**Clock distribution**

Drawn at 10 px/µm.
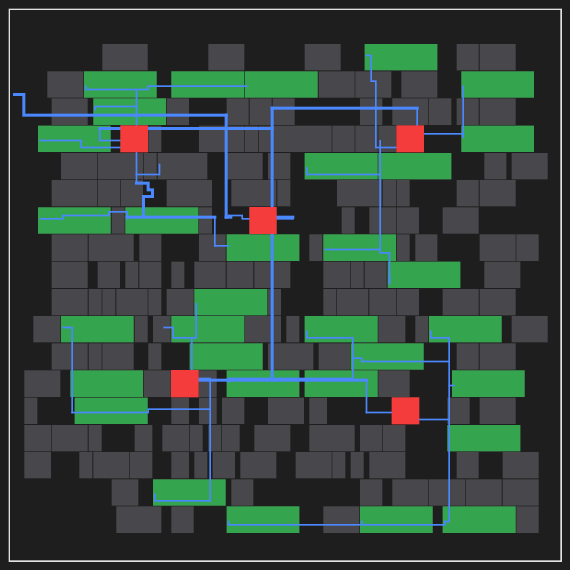
**Ports around the boundary**

Drawn at 4 px/µm. Pins as bars across the die edge, other pins in grey.
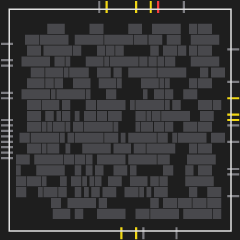
--- config.mk ---
export PLATFORM = sky130hd
export DESIGN_NAME = serial_add_ctrl
export DESIGN_NICKNAME = d
export VERILOG_FILES = /design/src/rtl/serial_add_ctrl_pkg.sv /design/src/rtl/full_adder.sv /design/src/rtl/serial_add_ctrl.sv
export SDC_FILE = /design/constraint.sdc
export NUM_CORES = 1
export LEC_CHECK = 0
export CAP_MARGIN = 0
export CORE_UTILIZATION = 53
export CTS_CLUSTER_SIZE = 28
export DETAILED_ROUTE_END_ITERATION = 12
export GPL_TIMING_DRIVEN = 1
export PLACE_DENSITY_LB_ADDON = 0.15
export SYNTH_ARGS = -nofsm -noshare
export SYNTH_HDL_FRONTEND = slang
export SYNTH_SLANG_ARGS = --single-unit
--- constraint.sdc ---
create_clock -name clk -period 3.3 [get_ports clk]
set_input_delay 0.33 -clock clk [delete_from_list [all_inputs] [get_ports clk]]
set_output_delay 0.33 -clock clk [all_outputs]
set_load 0.1 [all_outputs]
--- src/rtl/serial_add_ctrl_pkg.sv ---
// Shared definitions for the bit-serial adder controller: FSM encoding,
// default operand width and counter sizing.
package serial_add_ctrl_pkg;

    localparam int DEFAULT_WIDTH = 8;

    typedef enum logic [1:0] {
        IDLE = 2'd0,
        RUN  = 2'd1,
        DONE = 2'd2
    } state_e;

    // Bit counter must hold the values 0..WIDTH.
    function automatic int cnt_width(input int width);
        return $clog2(width) + 1;
    endfunction

endpackage

--- src/rtl/full_adder.sv ---
// One-bit full adder cell.
module full_adder (
    input  logic a_i,
    input  logic b_i,
    input  logic ci_i,
    output logic s_o,
    output logic co_o
);

    assign s_o  = a_i ^ b_i ^ ci_i;
    assign co_o = (a_i & b_i) | (ci_i & (a_i ^ b_i));

endmodule

--- src/rtl/serial_add_ctrl.sv ---
// Bit-serial adder: {cout,sum} = a + b + cin, one full-adder step per cycle,
// LSB first, behind valid/ready handshakes on both sides.
module serial_add_ctrl
    import serial_add_ctrl_pkg::*;
#(
    parameter int WIDTH = DEFAULT_WIDTH
) (
    input  logic             clk,
    input  logic             rst,
    input  logic             in_valid,
    output logic             in_ready,
    input  logic [WIDTH-1:0] a,
    input  logic [WIDTH-1:0] b,
    input  logic             cin,
    output logic             out_valid,
    input  logic             out_ready,
    output logic [WIDTH-1:0] sum,
    output logic             cout,
    output logic             busy
);

    localparam int CW = cnt_width(WIDTH);
    localparam logic [CW-1:0] LAST_BIT = CW'(WIDTH - 1);

    state_e           state_q, state_d;
    logic [WIDTH-1:0] a_q, a_d;
    logic [WIDTH-1:0] b_q, b_d;
    logic [WIDTH-1:0] sum_q, sum_d;
    logic             carry_q, carry_d;
    logic             cout_q, cout_d;
    logic [CW-1:0]    cnt_q, cnt_d;

    logic             fa_sum_s;
    logic             fa_co_s;
    logic [WIDTH-1:0] a_shift_s;

    full_adder u_fa (
        .a_i  (a_q[0]),
        .b_i  (b_q[0]),
        .ci_i (carry_q),
        .s_o  (fa_sum_s),
        .co_o (fa_co_s)
    );

    // The a register doubles as the result register: each sum bit enters at
    // the MSB as the consumed operand bit leaves at the LSB.
    if (WIDTH == 1) begin : g_shift_w1
        assign a_shift_s = fa_sum_s;
    end else begin : g_shift_wn
        assign a_shift_s = {fa_sum_s, a_q[WIDTH-1:1]};
    end

    // Next-state and datapath control.
    always_comb begin
        state_d = state_q;
        a_d     = a_q;
        b_d     = b_q;
        sum_d   = sum_q;
        carry_d = carry_q;
        cout_d  = cout_q;
        cnt_d   = cnt_q;
        case (state_q)
            IDLE: begin
                if (in_valid) begin
                    a_d     = a;
                    b_d     = b;
                    carry_d = cin;
                    cnt_d   = '0;
                    state_d = RUN;
                end else begin
                    state_d = IDLE;
                end
            end
            RUN: begin
                a_d     = a_shift_s;
                b_d     = b_q >> 1'b1;
                carry_d = fa_co_s;
                cnt_d   = cnt_q + CW'(1);
                if (cnt_q == LAST_BIT) begin
                    sum_d   = a_shift_s;
                    cout_d  = fa_co_s;
                    state_d = DONE;
                end else begin
                    state_d = RUN;
                end
            end
            DONE: begin
                if (out_ready) begin
                    state_d = IDLE;
                end else begin
                    state_d = DONE;
                end
            end
            default: begin
                state_d = IDLE;
            end
        endcase
    end

    // State and datapath registers with synchronous reset.
    always_ff @(posedge clk) begin
        if (rst) begin
            state_q <= IDLE;
            a_q     <= '0;
            b_q     <= '0;
            sum_q   <= '0;
            carry_q <= 1'b0;
            cout_q  <= 1'b0;
            cnt_q   <= '0;
        end else begin
            state_q <= state_d;
            a_q     <= a_d;
            b_q     <= b_d;
            sum_q   <= sum_d;
            carry_q <= carry_d;
            cout_q  <= cout_d;
            cnt_q   <= cnt_d;
        end
    end

    assign in_ready  = (state_q == IDLE);
    assign out_valid = (state_q == DONE);
    assign busy      = (state_q != IDLE);
    assign sum       = sum_q;
    assign cout      = cout_q;

endmodule

==> reports/qor.csv <==
metric;value;unit
CTS tree;built;
Top class by area;combinational gates;
cell area after synthesis;1491;µm²
clock skew;0.009034;ns
fill cell count;211;
critical-path cell list;clkinv_1 -> nor2_1 -> buf_4;
Skew-Pair Late Insertion Delay;0.34;ns
Post-CTS Hold Buffers;0;
Int Power;569.8;µW
Inst Count DP;209;
Setup-failing EPs final;0;
Comb/total area;0.4185;
max cap viols;0;
clock network power;240;µW
metal3 WL;218;µm
Num CTS Buffers;5;
Final Critical Period;2.309;ns
Tot Pwr;794.0;µW
top cells by count;32 x dfxtp_1, 26 x nor2_1, 20 x nand2b_1, 11 x o22ai_1;
initial antenna violation count;0;
final-layout clock-cell area share;0.03329;
Reg2Reg Capture Point;cout;
EDFF count, synth;0;
Post-Syn Instances;158;
Top Ports;33;
Stages on worst setup path;3;
CTS clk-pin slew, worst paths;0.10;ns
CP Launch Point;state_q[1];
final slew viol count;0;
switching share of power;0.2824;
tap cells;30;
Commonest flop;dfxtp_1;
combinational power share;0.161;
Basic Gates by Area;0.1946;
CP required;2.97;ns
Max Used Layer;met4;
# DRC;0;
outcome;complete, no violations;
met1 wire length;1.289;mm
Yosys top cell by area;dfxtp_1;
Logic cell area;770.7;µm²
Slowest-stage cell, CP;clkinv_1;
CP Class;reg -> out;
worst-case clock buffer depth;2;
clock network fraction of design power;0.302;
Pwr per Cell Area;431.1;nW/µm²
post-route cell area;1842;µm²
global routing met3 resource utilization;0.08470;
Top cells excl fill/tap;32 x dfxtp_1, 29 x clkdlybuf4s50_1, 26 x nor2_1;
NumNets Final;209;
ys async rst share;0;
via/cell ratio;5.765;
Hold Crit Endpoint;sum[5];
Area Overhead vs Synth;23.49;%
Reg-to-Reg Start;state_q[0];
xor+xnor area frac;0;
worst-margin pin slew;0.9710;ns
RSZ-0062 raised after global routing;false;
grt met2 use;0.4277;
Post-DP HPWL;2.227;mm
Die W;55.05;µm
number of global-route vias before repair;1238;
cells on worst reg2reg path;3;
worst min-delay path class;reg -> reg;
PortBufs;32;
clock sinks;32;
min-delay src;sum[5];
GRT Resource Usage Total;0.2453;
FF/Latch Area;640.6;µm²
yosys stat cell total;158;
highest clock rate;433.1;MHz
crit start category;flip-flop;
DRT antenna net count;0;
Slew headroom;0.3507;
RD Place Congestion;0.7694;
Flops;32;
post-cts resize count;0;
CTS H-tree lvls;2;
global-route layer with the greatest usage;met2;
chip area in the Yosys report;1491;µm²
Routed WL;3.176;mm
diodes inserted;0;
hold depth;2;
syn nets;181;
dpl ws;1.241;ns
post-synthesis cell type with the largest instance count;dfxtp_1;
Post-Syn Area per Cell;9.439;µm²
final setup margin;0.9908;ns
CLK BUF;6;
Post-synth area hogs;dfxtp_1 43%, a211oi_2 8.4%, nand2b_1 8.4%;
most frequent logic cell in the layout;dfxtp_1;
Log Warnings;26;
combinational power;128;µW
Post-Synth Adder-Cell Area;0.02181;
Non-clock buffer share;0.1739;
total gr overflow;0;
r2r setup slk;1.39;ns
Mux area share;0.06711;
Cell Area, Placed;1780;µm²
CP max FO;18;
CP endpoint kind;output port;
Crit path largest cell delay;0.58;ns
CTS Root Cell;clkbuf_4;
Sw Pwr;224.2;µW
setup TNS;0;ns
post-route insts no fill;217;
distinct lib cells;31;
post-CTS setup buffers;0;
Complex Gates by Area;0.2299;
Starting DRT DRC Count;27;
top power group;registers;
# rows;18;
P_seq;426;µW
Worst setup endpoint;out_valid;
chip area;3030;µm²
buffers and inverters on the worst path;2;
multi-input gates;111;
Seq pwr share;0.537;
LEAKAGE;0.6538;nW
About 'clock distribution':
- green: flip-flops (count 32)
- blue: clock wires (length 396 µm)
- red: clock drivers (count 5)
- flops lie: all over the die
- routed clock nets: 6

About 'ports around the boundary':
- red: cout (pins 1; direction output; edge north)
- yellow: a (pins 8; direction input; edge 3 north, 3 east, 2 south)

Power and IR drop assume default switching activity.
